<file path="config.mk">
export PLATFORM = sky130hd
export DESIGN_NAME = u_rr_arb
export DESIGN_NICKNAME = d
export VERILOG_FILES = /design/src/rtl/u_pkg.sv /design/src/rtl/u_rr_pick.sv /design/src/rtl/u_rr_arb.sv
export SDC_FILE = /design/constraint.sdc
export NUM_CORES = 1
export LEC_CHECK = 0
export ABC_CLOCK_PERIOD_IN_PS = 2100
export CAP_MARGIN = 5
export CORE_AREA = 2 2 41 43
export CTS_BUF_LIST = sky130_fd_sc_hd__clkbuf_8
export DETAILED_ROUTE_END_ITERATION = 10
export DIE_AREA = 0 0 43 45
export PLACE_DENSITY = 0.65
export SYNTH_ARGS = -nofsm -noshare
export SYNTH_HDL_FRONTEND = slang
export SYNTH_SLANG_ARGS = --single-unit
</file>
<file path="constraint.sdc">
create_clock -name i_clk -period 2.1 [get_ports i_clk]
set_input_delay 0.315 -clock i_clk [delete_from_list [all_inputs] [get_ports i_clk]]
set_output_delay 0.315 -clock i_clk [all_outputs]
set_load 0.01 [all_outputs]
</file>
<file path="src/rtl/u_pkg.sv">
// Shared types for the round-robin arbiter.
// Holds the arbiter FSM state encoding.
package u_pkg;

  typedef enum logic {
    IDLE = 1'b0,
    GNT  = 1'b1
  } state_t;

endpackage

</file>
<file path="src/rtl/u_rr_pick.sv">
// Round-robin pick: lowest set bit above the pivot, else the lowest set bit overall.
// Purely combinational; returns found flag, one-hot selection and its binary index.
module u_rr_pick #(
  parameter int W = 4,
  localparam int IW = $clog2(W)
) (
  input  logic [W-1:0]  vec,
  input  logic [IW-1:0] pivot,
  output logic          found,
  output logic [W-1:0]  onehot,
  output logic [IW-1:0] idx
);

  logic [W-1:0] hi_mask;
  logic [W-1:0] hi_vec;
  logic [W-1:0] sel;

  genvar gi;
  generate
    for (gi = 0; gi < W; gi++) begin : g_mask
      assign hi_mask[gi] = (32'(gi) > 32'(pivot));
    end
  endgenerate

  assign hi_vec = vec & hi_mask;
  assign sel    = (|hi_vec) ? hi_vec : vec;
  // Two's-complement trick isolates the lowest set bit.
  assign onehot = sel & (~sel + W'(1));
  assign found  = |vec;

  always_comb begin
    idx = '0;
    for (int i = 0; i < W; i++) begin
      if (onehot[i]) idx = idx | IW'(i);
    end
  end

endmodule

</file>
<file path="src/rtl/u_rr_arb.sv">
// Round-robin arbiter with registered grant and ready/valid handshake.
// The pointer advances only when a grant is accepted.
module u_rr_arb
  import u_pkg::*;
#(
  parameter int W = 4,
  localparam int IW = $clog2(W)
) (
  input  logic          i_clk,
  input  logic          i_arst_n,
  input  logic [W-1:0]  i_req,
  input  logic [W-1:0]  i_en,
  input  logic          i_gnt_rdy,
  output logic          o_gnt_vld,
  output logic [W-1:0]  o_gnt,
  output logic [IW-1:0] o_gnt_idx
);

  state_t        state_reg, state_next;
  logic [IW-1:0] ptr_reg, ptr_next;
  logic [W-1:0]  gnt_reg, gnt_next;
  logic [IW-1:0] idx_reg, idx_next;
  logic          vld_reg, vld_next;

  logic [W-1:0]  elig;
  logic [IW-1:0] pivot;
  logic          pick_found;
  logic [W-1:0]  pick_gnt;
  logic [IW-1:0] pick_idx;

  assign elig = i_req & i_en;

  u_rr_pick #(.W(W)) u_pick (
    .vec    (elig),
    .pivot  (pivot),
    .found  (pick_found),
    .onehot (pick_gnt),
    .idx    (pick_idx)
  );

  always_ff @(posedge i_clk or negedge i_arst_n) begin
    if (!i_arst_n) begin
      state_reg <= IDLE;
      ptr_reg   <= IW'(W - 1);
      gnt_reg   <= '0;
      idx_reg   <= '0;
      vld_reg   <= 1'b0;
    end else begin
      state_reg <= state_next;
      ptr_reg   <= ptr_next;
      gnt_reg   <= gnt_next;
      idx_reg   <= idx_next;
      vld_reg   <= vld_next;
    end
  end

  always_comb begin
    state_next = state_reg;
    ptr_next   = ptr_reg;
    gnt_next   = gnt_reg;
    idx_next   = idx_reg;
    vld_next   = vld_reg;
    pivot      = ptr_reg;
    case (state_reg)
      IDLE: begin
        if (pick_found) begin
          state_next = GNT;
          gnt_next   = pick_gnt;
          idx_next   = pick_idx;
          vld_next   = 1'b1;
        end
      end
      GNT: begin
        // On accept the following pick already sees the advanced pointer.
        if (i_gnt_rdy) begin
          ptr_next = idx_reg;
          pivot    = idx_reg;
          if (pick_found) begin
            gnt_next = pick_gnt;
            idx_next = pick_idx;
          end else begin
            state_next = IDLE;
            gnt_next   = '0;
            idx_next   = '0;
            vld_next   = 1'b0;
          end
        end
      end
      default: state_next = IDLE;
    endcase
  end

  assign o_gnt_vld = vld_reg;
  assign o_gnt     = gnt_reg;
  assign o_gnt_idx = idx_reg;

endmodule

</file>
==> run_1/route_heat.png <==
9 x 9 tiles, from dark blue (low) to red (high), scaled to the fullest tile. Values are wire area over tile area, all layers added.
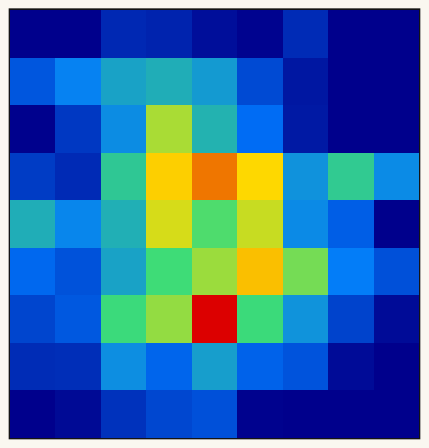
- fullest tile: 0.41
- tiles over half the peak: 16%
- mean over tiles: 0.10
- densest ninth of the die: center
- nearly empty tiles: 21%
mean routed wirelength per cell: 13.7 um
total number of vias: 514

==> run_1/layers.png <==
Two of the layers only.
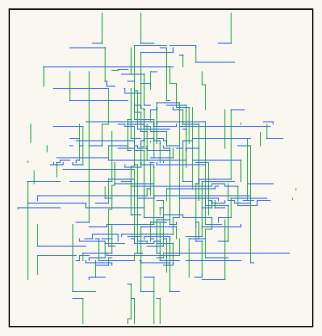
- M1: blue (wire length 626 um)
- M2: green (wire length 586 um)
aggregate global-route resource usage: 0.154
Detailed Route WL: 1280 um

==> flow_summary.yaml, run 1 <==
# flow metrics
clock_tree:
  cts_tree: "yes"
  cts.clk_slew.worst_paths_ns: 0.05
  h-tree-depth: 1
  cts_buffer_depth: 2
  numCtsBuffers: 3
  post_cts_resized: 0
  cts-root-buf: "clkbuf_8"
  postCtsSetupRepairBufs: 0
  holdBufCountCts: 0
  clk_latency_ns: 0.23
cells_and_area:
  seq_area_um2: 253
  logic_gate_count: 45
  final.fill_count: 147
  logic_area_um2: 312
  num-nonclk-buffers: 18
  clock_cell_area_share: 0.0512
  drive_gt1_frac: 0.195
  layout.nets: 90
  layout.nonclk_buf_frac: 0.220
  seq_cells: 10
  syn_to_final_growth_pct: 42.1
  lay_top_cells: "clkdlybuf4s50_1, dfrtp_1, nand2_1"
  seq_share: 0.313
  n_antenna_cell: 0
  final_core_util: 0.548
  comb_area_share: 0.386
  largest_cell_class: "multi-input combinational cells"
  layout_top_cell: "clkdlybuf4s50_1"
  inverters_excl_clock: 1
  largest_register_ffs: 4
final_timing:
  final_max_slew_viol_count: 0
  rsz0062_at_grt: "false"
  period_minus_slack_ns: 1.77
  timing.setup.tns_ns: 0
  tightest_slew_ns: 0.460
  fin_skew_ns: 0.00838
  setup-violations-final: 0
  fmax_mhz: 564
  hold_viol: 0
  worst_hold_slack_ns: 0.401
  relSlewSlack: 0.692
  final.period_utilization: 0.845
synthesis:
  synth_cells: 56
  ys_area_um2: 568
  ys_cells: 56
  mux_share: 0.0639
  fa_ha_area_frac: 0
  top_logic_kind: "AND-OR/OR-AND gates"
  ys.flops: 10
  synth.distinct_cells: 32
  ys_warn_count: 0
  ys_sh_aoi: 0.286
  synth_area_um2: 568
  simple_gate_share: 0.183
  avgSynthCellArea_um2: 10.1
  syn_nets: 67
  synth_seq_share: 0.445
  xor_area_frac: 0.0154
power_and_ir_drop:
  ir_drop_mv: 0.357
  internal-power_w: 0.000470
  pwr_density_cell_nw_per_um2: 807
  p_switching_w: 0.000181
  combPwrFrac: 0.300
  seq_power_share: 0.401
  leakage_nw: 0.357
  switching_share: 0.278
  p_clk_frac: 0.298
job:
  warnings: 26
  maxCapViolations: 0
floorplan:
  initial_utilization: 0.386
  die_h_um: 45
  taps: 16
  core_um2: 1470
  fp.dieW_um: 43
  num_rows: 14
  chipArea_um2: 1940
setup_path:
  worstReg2RegStart: "ptr_reg[1]"
  startpoint: "i_gnt_rdy"
  worstRegToRegCells: 5
  cp-start-kind: "input pin"
  cp-endpoint: "o_gnt[2]"
  rr_endpoint: "o_gnt_idx[1]"
  cp-end-kind: "flop"
  crit_required_ns: 2.26
  crit_type: "input pin to flop"
  cp_max_fo: 5
  worst-r2r-setup-slack_ns: 0.41
  arrival_ns: 1.93
outcome:
  status: "finished clean"
min_path:
  min_path_type: "input pin to asynchronous set/reset pin"
drt:
  drt_iter0_markers: 19
  drtPass1Iterations: 4
  drc: 0
  viasPerCell: 5.53
  antenna_left: 0
grt:
  grt_pass1_wl_um: 2170
  grt_overflow: 0
  grt_start_max_net_pins: 11
  grt_pass1_vias: 482
  antenna_found_initial: 0
placement:
  dp_hpwl_um: 969
  place.gp.congestion: 0.760
==> run_1/port_trees.png <==
Bar = 10 um.
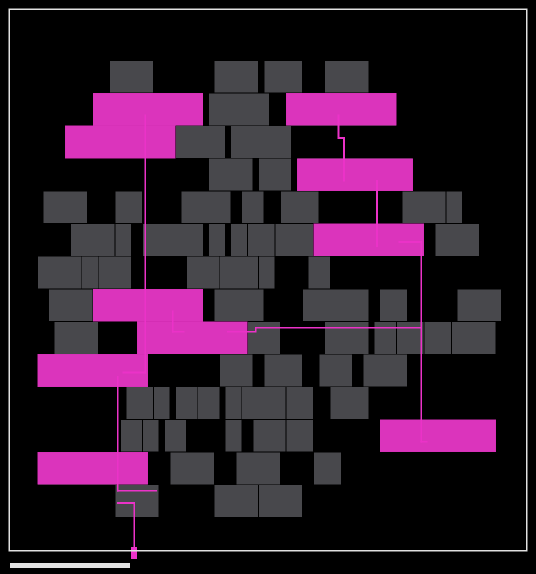
- i_arst_n: magenta (direction input; edge bottom; end cells 10; buffers 1; wire 90.3 um)
Buffers on Ports: 17
IO Count: 18

==> run_1/clock_nets.png <==
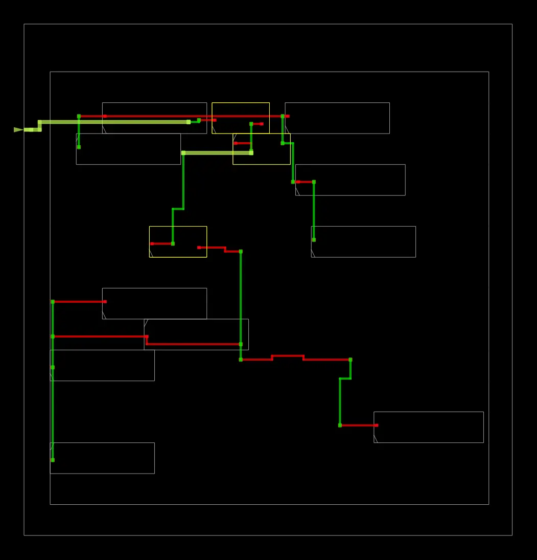
Clock Sinks: 10
clock distribution power: 0.000194 W
CLK BUF: 3

-- run 1: power by group through the flow --
stage,clock network [W],registers [W],logic [W]
5_1_grt,0.000212,0.000267,0.000212
6_report,0.000194,0.000261,0.000196
3_5_place_dp,0,0.000264,0.000194
2_1_floorplan,0,0.000268,0.0000972
4_1_cts,0.000198,0.000261,0.000196
3_3_place_gp,0,0.000263,0.000194
-- run 1: critical path: stages --
cell and delay (ns):
clkdlybuf4s50_1 0.47, and3_2 0.26, o311a_1 0.35, o21a_1 0.12, a21oi_2 0.21, a32o_1 0.21
-- run 1: cells in the mapped netlist, drive strengths merged --
cell / n / area share
xor2: 1 / 0.015
o31a: 2 / 0.031
and3: 1 / 0.013
inv: 1 / 0.0066
nor2: 3 / 0.020
mux2i: 1 / 0.018
nand3: 1 / 0.0088
o21ai: 2 / 0.018
o21a: 1 / 0.013
nand2b: 4 / 0.044
o311a: 1 / 0.018
a22oi: 1 / 0.013
a21boi: 1 / 0.013
nand3b: 1 / 0.013
nand2: 7 / 0.051
a22o: 2 / 0.031
or2: 2 / 0.022
mux2: 2 / 0.046
and2: 1 / 0.011
o22ai: 1 / 0.011
a21oi: 5 / 0.051
dfrtp: 8 / 0.35
dfstp: 2 / 0.093
o31ai: 1 / 0.013
a211o: 1 / 0.018
a32o: 3 / 0.057
-- run 1: metrics by stage --
stage	std cells	power [W]	area, um2	setup WS, ns
5_1_grt	93	0.000691	807	0.241
3_5_place_dp	90	0.000458	766	0.114
3_3_place_gp	90	0.000457	766	0.135
2_1_floorplan	56	0.000365	568	0.564
4_1_cts	93	0.000655	807	0.344
6_report	93	0.000651	807	0.325
-- run 1: metal layers --
layer	wire (um)	GRT usage	up-vias
li1	-	-	254
met1	626	0.221	244
met2	585	0.233	16
met3	63	0.0400	0
met4	0	0.0424	0
met5	0	0	-
## Run 2: what changed since run 1
- ABC_CLOCK_PERIOD_IN_PS: 2100 -> 1700
- clock period: 2.1 -> 1.7 ns (I/O delays scaled with it)
==> run_2/ff_map.png <==
Bar = 10 um.
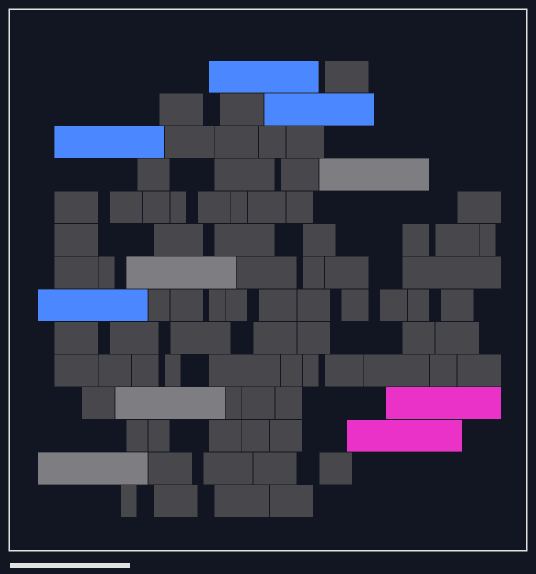
- o_gnt: blue (sequential cells 4)
- ptr_reg: magenta (sequential cells 2)
- not colored: 4
FF+latch area: 253 um2
Seq group: 0.000321 W

==> run 2 against run 1 <==
  * Setup slack worse by 0.23 ns
  * Global-route usage increased by 1.4 points
  * Total power is 40% higher
  * Sequential cell count unchanged
  * Clock skew down 0.0064 ns
  * Die area is the same
  * Hold slack worse by 0.059 ns
  * Via count increased by 10%
  * Clock-buffer cell count increased by 1
  * First-iteration DRC count down 53%
  * Sequential share of layout area fell by 3.8 points
  * Highest routed layer is now met4
==> flow_summary.yaml, run 2 <==
# flow metrics
job:
  warnings: 26
cells_and_area:
  syn_to_final_growth_pct: 61.5
  num-nonclk-buffers: 27
  comb_area_share: 0.368
  largest_cell_class: "multi-input combinational cells"
  final_core_util: 0.623
  largest_register_ffs: 4
  lay_top_cells: "clkdlybuf4s50_1, buf_4, dfrtp_1"
  clock_cell_area_share: 0.0600
  n_antenna_cell: 0
  clock_buffers: 4
  layout.nets: 99
  logic_gate_count: 45
  logic_area_um2: 338
  layout_top_cell: "clkdlybuf4s50_1"
  seq_cells: 10
grt:
  grt_pass1_vias: 556
  antenna_found_initial: 0
  track_usage: 0.168
final_timing:
  worst_hold_slack_ns: 0.341
  hold_viol: 0
  relSlewSlack: 0.686
  fin_skew_ns: 0.00202
  final_max_slew_viol_count: 0
  fmax_mhz: 624
  tightest_slew_ns: 0.470
  final.period_utilization: 0.943
  setup-violations-final: 0
drt:
  viasPerCell: 5.50
  dr_total_vias: 566
  drc: 0
  wire_per_inst_um: 13.9
  drt_iter0_markers: 9
  drt_wl_total_um: 1430
  drtPass1Iterations: 4
clock_tree:
  cts.clk_slew.worst_paths_ns: 0.05
  cts_tree: "yes"
  h-tree-depth: 1
  cts_buffer_depth: 2
  clock_sinks: 10
floorplan:
  die_h_um: 45
  num_rows: 14
  initial_utilization: 0.386
  taps: 16
  ioPinCount: 18
  chipArea_um2: 1940
outcome:
  status: "finished clean"
synthesis:
  synth.distinct_cells: 32
  synth_area_um2: 568
  synth_top_area_share: 0.352
  synth_seq_share: 0.445
  ff_type: "dfrtp_1"
  synthTopCellsByCount: "dfrtp_1, nand2_1, a21oi_1, nand2b_1, nor2_1"
  async_flop_share: 1.00
  ys.flops: 10
  yosys.area.top_type: "dfrtp_1"
  synthMostInstantiatedCell: "dfrtp_1"
  syn_nets: 67
  avgSynthCellArea_um2: 10.1
  ys_area_um2: 568
  synth_cells: 56
  area_leaders: "dfrtp_1, dfstp_2, nand2b_1"
  edf_count: 0
setup_path:
  cp-start-kind: "flop"
  cp_top_family: "AND-OR/OR-AND gates"
  worstReg2RegStart: "o_gnt_idx[1]"
  crit_type: "flop to flop"
  critPathSlowestCell: "dfrtp_1"
  startpoint: "o_gnt_idx[1]"
placement:
  dp_hpwl_um: 1050
power_and_ir_drop:
  leakage_nw: 0.416
==> run_2/port_trees.png <==
Bar = 10 um.
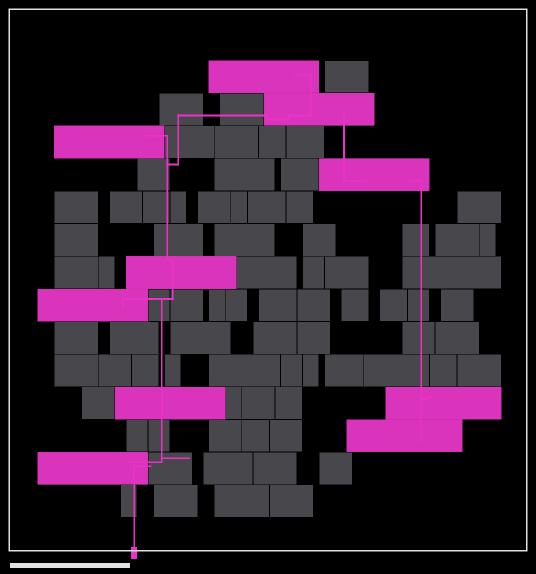
- i_arst_n: magenta (direction input; edge bottom; end cells 10; buffers 1; wire 99.9 um)

[run 2: netlist changes by cell type in the layout (fill, tap and decap cells not counted), sizes merged]
| cell | change |
|---|---|
| buf | +9 |
| dlymetal6s2s | +1 |
| clkdlybuf4s50 | -1 |
| clkbuf | +1 |
[run 2: report_power, final]
group,internal [W],switching [W]
Combinational,0.000166,0.000117
Clock,0.000204,0.000100
Sequential,0.000285,0.0000358
[run 2: through the flow]
step	setup TNS (ns)	area [um2]	cells	total power [W]	setup slack, ns
2_1_floorplan	0	568	56	0.000451	0.164
3_3_place_gp	-0.955	833	99	0.000585	-0.194
3_5_place_dp	-1.18	833	99	0.000587	-0.228
4_1_cts	0	888	103	0.000893	0.00545
5_1_grt	0	917	103	0.000956	0.0316
6_report	0	917	103	0.000908	0.0962
[run 2: cell families (layout without fill, tap and decap cells)]
kind of cell / count (synthesis) / after routing / synth area share
flops: 10 / 10 / 0.445
compound gates: 21 / 21 / 0.286
simple gates: 20 / 20 / 0.183
xor+xnor: 1 / 1 / 0.0154
mux: 3 / 3 / 0.0639
buf+inv: 1 / 32 / 0.00660
[run 2: final timing paths]
check	to	slack, ns	cells past startpoint
max	o_gnt[3]	0.1	5
min	o_gnt_vld	0.34	1
max reg2reg	o_gnt[3]	0.1	5
min reg2reg	o_gnt[3]	0.49	1
max in group asynchronous	ptr_reg[1]	1.01	1
min in group i_clk	o_gnt[3]	0.49	1
[run 2: repair_timing]
item / in CTS / in global routing
setup endpoints to repair: 0 / 5
hold buffers: 0 / 0
gates resized: 0 / 7
[run 2: per-layer routing]
metal / vias to the layer above / global-route usage / wire, um
met5: - / 0 / 0
met3: 6 / 0.0480 / 84
li1: 275 / - / -
met4: 0 / 0.0727 / 27
met2: 21 / 0.291 / 685
met1: 264 / 0.197 / 633
Power is estimated from default activity; no workload was simulated.
